### src/rtl/mips_ex_muldiv.sv
// Iterative MULT/MULTU/DIV/DIVU unit owning HI/LO; also executes MTHI/MTLO.
// Retires BITS_PER_CYCLE multiplier/quotient bits per CALC cycle, then commits HI/LO in FIN.
module mips_ex_muldiv #(
  parameter int DATA_WIDTH     = 32,
  parameter int BITS_PER_CYCLE = 1
) (
  input  logic                  clk,
  input  logic                  rst,
  input  logic                  req_valid,
  output logic                  req_ready,
  input  logic [2:0]            req_op,
  input  logic [DATA_WIDTH-1:0] req_rs,
  input  logic [DATA_WIDTH-1:0] req_rt,
  input  logic                  flush,
  output logic                  busy,
  output logic                  done,
  output logic [DATA_WIDTH-1:0] hi,
  output logic [DATA_WIDTH-1:0] lo
);
  localparam int W    = DATA_WIDTH;
  localparam int ITER = DATA_WIDTH / BITS_PER_CYCLE;
  localparam int CW   = (ITER > 1) ? $clog2(ITER) : 1;

  // Handshake: a request transfers on a rising edge where req_valid & req_ready & ~flush;
  // req_ready is high only in IDLE, so senders hold requests through CALC/FIN.
  typedef enum logic [1:0] {S_IDLE, S_CALC, S_FIN} state_t;

  state_t         state, state_nxt;
  logic [CW-1:0]  cnt;
  logic [2*W-1:0] acc, acc_step;
  logic [W-1:0]   opnd;
  logic           is_div, neg_q, neg_r, div0;
  logic           accept, start, signed_op;
  logic [W-1:0]   rs_abs, rt_abs;
  logic [W:0]     sum, shifted;
  logic [2*W-1:0] prod_fix;

  assign req_ready = (state == S_IDLE);
  assign busy      = ~req_ready;
  assign done      = (state == S_FIN) & ~flush;
  assign accept    = req_valid & req_ready & ~flush;
  assign start     = accept & ~req_op[2];
  assign signed_op = ~req_op[0];
  assign rs_abs    = (signed_op & req_rs[W-1]) ? -req_rs : req_rs;
  assign rt_abs    = (signed_op & req_rt[W-1]) ? -req_rt : req_rt;

  always_ff @(posedge clk) begin
    if (rst) state <= S_IDLE;
    else     state <= state_nxt;
  end

  always_comb begin
    state_nxt = state;
    case (state)
      S_IDLE:  if (start) state_nxt = S_CALC;
      S_CALC:  if (flush) state_nxt = S_IDLE;
               else if (cnt == '0) state_nxt = S_FIN;
      S_FIN:   state_nxt = S_IDLE;
      default: state_nxt = S_IDLE;
    endcase
  end

  // acc holds {partial product, multiplier} for multiply and {remainder, dividend/quotient} for divide.
  always_comb begin
    acc_step = acc;
    sum      = '0;
    shifted  = '0;
    for (int i = 0; i < BITS_PER_CYCLE; i++) begin
      if (is_div) begin
        shifted = acc_step[2*W-1:W-1];
        if (shifted >= {1'b0, opnd}) begin
          shifted  = shifted - {1'b0, opnd};
          acc_step = {shifted[W-1:0], acc_step[W-2:0], 1'b1};
        end else begin
          acc_step = {shifted[W-1:0], acc_step[W-2:0], 1'b0};
        end
      end else begin
        sum      = {1'b0, acc_step[2*W-1:W]} + ({(W+1){acc_step[0]}} & {1'b0, opnd});
        acc_step = {sum, acc_step[W-1:1]};
      end
    end
  end

  assign prod_fix = neg_q ? -acc : acc;

  always_ff @(posedge clk) begin
    if (rst) begin
      hi <= '0; lo <= '0; acc <= '0; opnd <= '0; cnt <= '0;
      is_div <= 1'b0; neg_q <= 1'b0; neg_r <= 1'b0; div0 <= 1'b0;
    end else begin
      case (state)
        S_IDLE: if (accept) begin
          if (start) begin
            is_div <= req_op[1];
            neg_q  <= signed_op & (req_rs[W-1] ^ req_rt[W-1]);
            neg_r  <= signed_op & req_rs[W-1];
            div0   <= (req_rt == '0);
            cnt    <= CW'(ITER - 1);
            if (req_op[1]) begin
              opnd <= rt_abs;
              acc  <= {{W{1'b0}}, rs_abs};
            end else begin
              opnd <= rs_abs;
              acc  <= {{W{1'b0}}, rt_abs};
            end
          end else if (req_op == 3'd4) begin
            hi <= req_rs;
          end else if (req_op == 3'd5) begin
            lo <= req_rs;
          end
        end
        S_CALC: begin
          acc <= acc_step;
          if (cnt != '0) cnt <= cnt - CW'(1);
        end
        S_FIN: if (!flush) begin
          if (is_div) begin
            // Divide by zero: the remainder path already yields rs; only the quotient is forced.
            lo <= div0 ? {W{1'b1}} : (neg_q ? -acc[W-1:0] : acc[W-1:0]);
            hi <= neg_r ? -acc[2*W-1:W] : acc[2*W-1:W];
          end else begin
            {hi, lo} <= prod_fix;
          end
        end
        default: ;
      endcase
    end
  end
endmodule

### config.mk
export PLATFORM = sky130hd
export DESIGN_NAME = mips_ex_muldiv
export DESIGN_NICKNAME = d
export VERILOG_FILES = /design/src/rtl/mips_ex_muldiv.sv
export SDC_FILE = /design/constraint.sdc
export NUM_CORES = 1
export LEC_CHECK = 0
export CAP_MARGIN = 15
export CORE_UTILIZATION = 50
export CTS_CLUSTER_SIZE = 14
export DETAILED_ROUTE_END_ITERATION = 10
export PLACE_DENSITY = 0.71
export SLEW_MARGIN = 30
export SYNTH_ARGS = -nofsm -noshare
export SYNTH_HDL_FRONTEND = slang
export SYNTH_SLANG_ARGS = --single-unit
### constraint.sdc
create_clock -name clk -period 4 [get_ports clk]
set_input_delay 1 -clock clk [delete_from_list [all_inputs] [get_ports clk]]
set_output_delay 1 -clock clk [all_outputs]
set_load 0.05 [all_outputs]
Figure 1. M1 wires (run 1).
Bar = 50 um. Supply wires on this layer in gray.
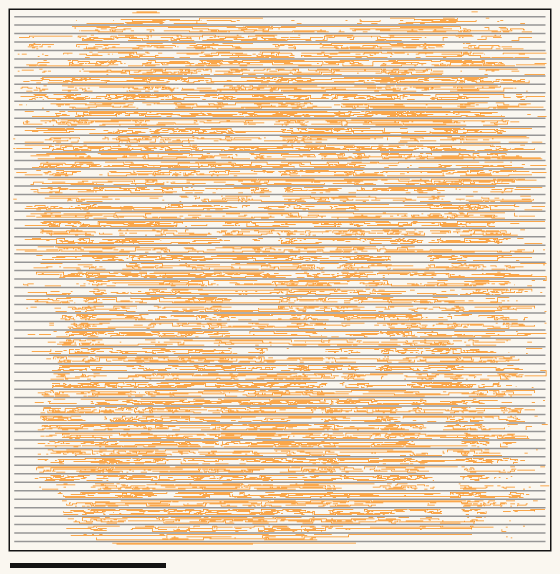
- wire length on this layer: 26.2 mm
- longest straight run: 78.2 um
- nets with wire on the layer: 2158
- main direction: horizontal
- share of all routed wire: 44%
Vias: 16400
met1 Resource Use GR: 0.569
Post-Route WL: 59200 um

Figure 2. Metal 2 (run 1).
Bar = 50 um.
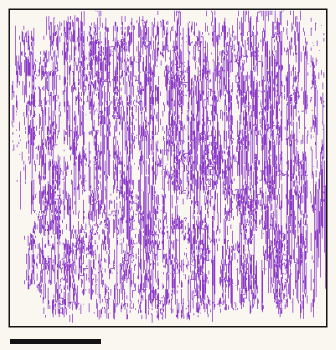
- share of all routed wire: 41%
- wire length on this layer: 24.1 mm
- nets with wire on the layer: 1899
- longest straight run: 91.1 um
met2 Use GR: 0.560

Figure 3. Metal 3 (run 1).
Cells faint in the background.
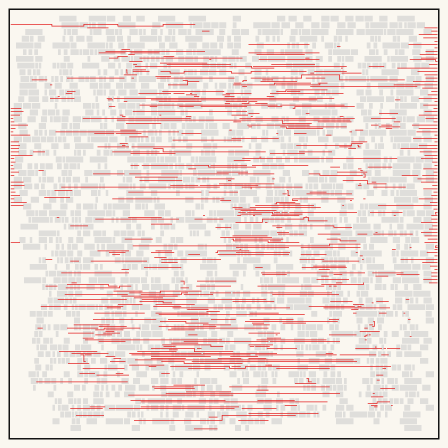
- longest straight run: 89.2 um
- nets with wire on the layer: 408
- wire length on this layer: 7090 um
- main direction: horizontal
met3 Usage GRT: 0.0838

==> run 1: worst paths after layout <==
path / end / from / slack, ns
worst max-delay path: acc[59]$_SDFFE_PP0P_ / acc[0]$_SDFFE_PP0P_ / 0.28
worst min register to register: lo[24]$_SDFFE_PP0P_ / lo[24]$_SDFFE_PP0P_ / 0.45
worst max register to register: acc[59]$_SDFFE_PP0P_ / acc[0]$_SDFFE_PP0P_ / 0.28
worst min-delay path: lo[24]$_SDFFE_PP0P_ / lo[24]$_SDFFE_PP0P_ / 0.45
==> run 1: flip-flops by register name, summed over array words and instances, names as in the netlist <==
signal and cells:
acc 64, neg_q 1, hi 32, div0 1
neg_r 1, state 2, cnt 5, lo 32
is_div 1, opnd 32
==> run notes, run 1 <==
run metrics: via/cell ratio=6.35, Synth Area in Adders=0.0623, met3 WL=7090 um, Hold Path Class=register to register, dpl ws=0.0405 ns, Syn Nets=2194, Max Used Layer=met5, Crit. path cell count=15, TritonCTS Buffers=17, Clock power frac=0.340, final hold vios=0, hold_buf cts=0, Min Hold Slack=0.448 ns, pin count of the biggest net entering global routing=80, combinational gate area=10500 sq um, Placed Cells=2550, Post-synth top cells=251 x nor2_1, 228 x nand2_1, 203 x a21oi_1, status=completed, met2 routed WL=24100 um, DR pass1 iterations=8, Syn Area/Cell=7.17 sq um, routability cong.=1.01, top_reg_cell synth=dfxtp_1, MUX area fraction=0.0442, register bit count reported by yosys=171, first-pass GRT wire length=89400 um, Die W=173 um, FP Core Util=0.511, # fillers=2720, Slowest Stage Delay on Critical Path=0.62 ns, sw frac=0.360, max-cap violations=0, clk_lat worst skew=0.45 ns, Worst Setup End Kind=register, Syn Inst Count=2051, synth warn=0, Setup Skew=0.0145 ns
Figure 4. Signal wires on met4 (run 1).
Bar = 50 um. Supply wires on this layer in gray.
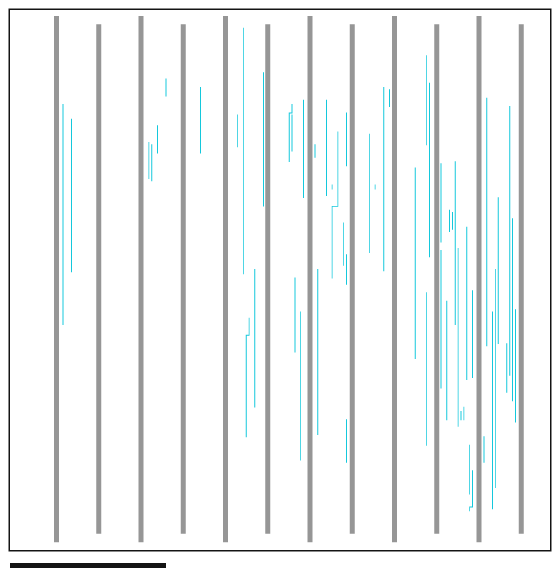

## Run 2: what changed since run 1
CORE_MARGIN = 2   (was default)
Figure 5. Signal wires on met4 (run 2).
Bar = 50 um. Supply wires on this layer in gray.
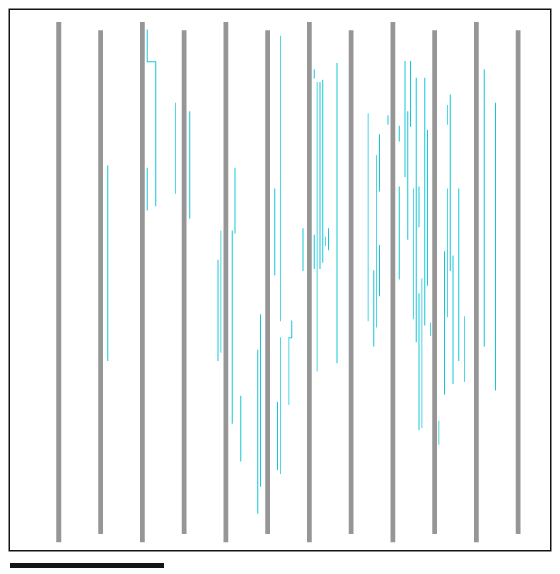
- longest straight run: 97.2 um
- nets with wire on the layer: 51
- share of all routed wire: 3.8%
Post-Route WL: 58600 um
Vias: 16600

==> run 2 against run 1 <==
Compared with the run above: clock power is 4% higher; core utilization is 0.39 points higher; setup slack better by 0.028 ns; cell count is 0.50% higher; total power is 1.0% higher; critical path type unchanged; first-iteration DRC count is 12% lower; largest power group unchanged; count of clock-buffer cells in the layout is 1 lower.
==> run notes, run 2 <==
run metrics: FF/Latch Area=3420 sq um, register bit count reported by yosys=171, Syn Nets=2194, P&R area growth vs syn=20.2%, CP startpoint=acc[0]$_SDFFE_PP0P_, layout cells sized above 1=0.0918, clk_lat worst skew=0.45 ns, worst r2r src=acc[0]$_SDFFE_PP0P_, number of inserted diodes=0, comb pwr=1.47 mW, Routed Antenna Nets=0, pwr/cell area=288 nW/um^2, Layout Nets=2341, Seq power=1.83 mW, first-pass GRT wire length=88500 um, Setup Skew=0.0199 ns, max-cap violations=0, Post-CTS Setup Inserts=0, dpl ws=0.0490 ns, R2R depth=16, Tightest Pin Transition=0.787 ns, critical path's slowest cell=dfxtp_1, pin count of the biggest net entering global routing=81, cell with the most instances after synthesis=nor2_1, hold path startpoint=hi[0]$_SDFFE_PP0P_, Worst slew margin=0.476, met3 WL=7430 um, Syn Area/Cell=7.17 sq um, Syn Inst Count=2051, Layout Utilization=0.612, combinational gate area=10500 sq um, synth warn=0, top_reg_cell synth=dfxtp_1, Clock Pin Slew Worst Setup and Hold Paths=0.08 ns, Die W=175 um, sw frac=0.356, sw power=1.81 mW, flop-to-flop setup slack=0.30 ns, hold_buf cts=0, TritonCTS Buffers=17, # fillers=2705, final setup fails=0, MUX area fraction=0.0442, Longest Clk Path Bufs=2, cell type with the largest total area=dfxtp_1, met2 routed WL=23300 um, DR pass1 iterations=6, status=completed, Max Used Layer=met4, IO buf count=137, yosys aoi share=0.278, Startpoint Class=register, via/cell ratio=6.41, Top cell area share=0.233, Reg power frac=0.360, drt drc=0, # resized after CTS=0, Log Warnings=27, met3 Usage GRT=0.0981, core area=28900 sq um, Slowest Stage Delay on Critical Path=0.38 ns, Worst Setup End Kind=register, Min Hold Slack=0.455 ns, Reg-to-Reg End=acc[57]$_SDFFE_PP0P_, crit path to=acc[57]$_SDFFE_PP0P_, FP Core Util=0.510, Gate power share=0.290, Post-synth top cells=251 x nor2_1, 228 x nand2_1, 203 x a21oi_1, H-tree depth=4, routability cong.=1.05, Hold Path Class=register to register, cell internal pwr=3.28 mW, final hold vios=0, met2 Use GR=0.516, Clock power frac=0.351, Synth Area in Adders=0.0623, DIE HEIGHT=175 um, Crit Path Max Fanout=4, met1 Resource Use GR=0.548, Post-Syn Area=14700 sq um, Post-synth area hogs=dfxtp_1 23%, a21oi_1 6.9%, nor2_1 6.4%, Site Rows=62, hold endpoint=hi[0]$_SDFFE_PP0P_, max reg flops=64, CP required=4.35 ns, GRT overflow=0, Top reg by flops=acc
-- run 2: worst max-delay path, delay by kind of cell, from the launching register on --
family	cells	cell delay [ns]
compound gates	6	1.31
xor+xnor	1	0.15
fa+ha+maj	2	0.55
buf+inv	4	0.59
flops	1	0.38
simple gates	3	0.59
-- run 2: cell type report --
| cell class | count | area share |
|---|---|---|
| multi-input combinational | 1673 | 0.596 |
| timing repair buffer | 265 | 0.134 |
| tap | 384 | 0.0272 |
| clock inverter | 13 | 0.00935 |
| sequential | 171 | 0.194 |
| inverter | 70 | 0.0149 |
| clock buffer | 19 | 0.0251 |
-- run 2: stage by stage --
step / cells / power [mW]
after global routing: 2595 / 5.29
after detailed placement: 2563 / 3.30
after CTS: 2595 / 5.05
after global placement: 2563 / 3.28
after floorplan: 2051 / 2.76
final: 2595 / 5.09
No activity file was given, so power comes from the tool's default toggle rates.
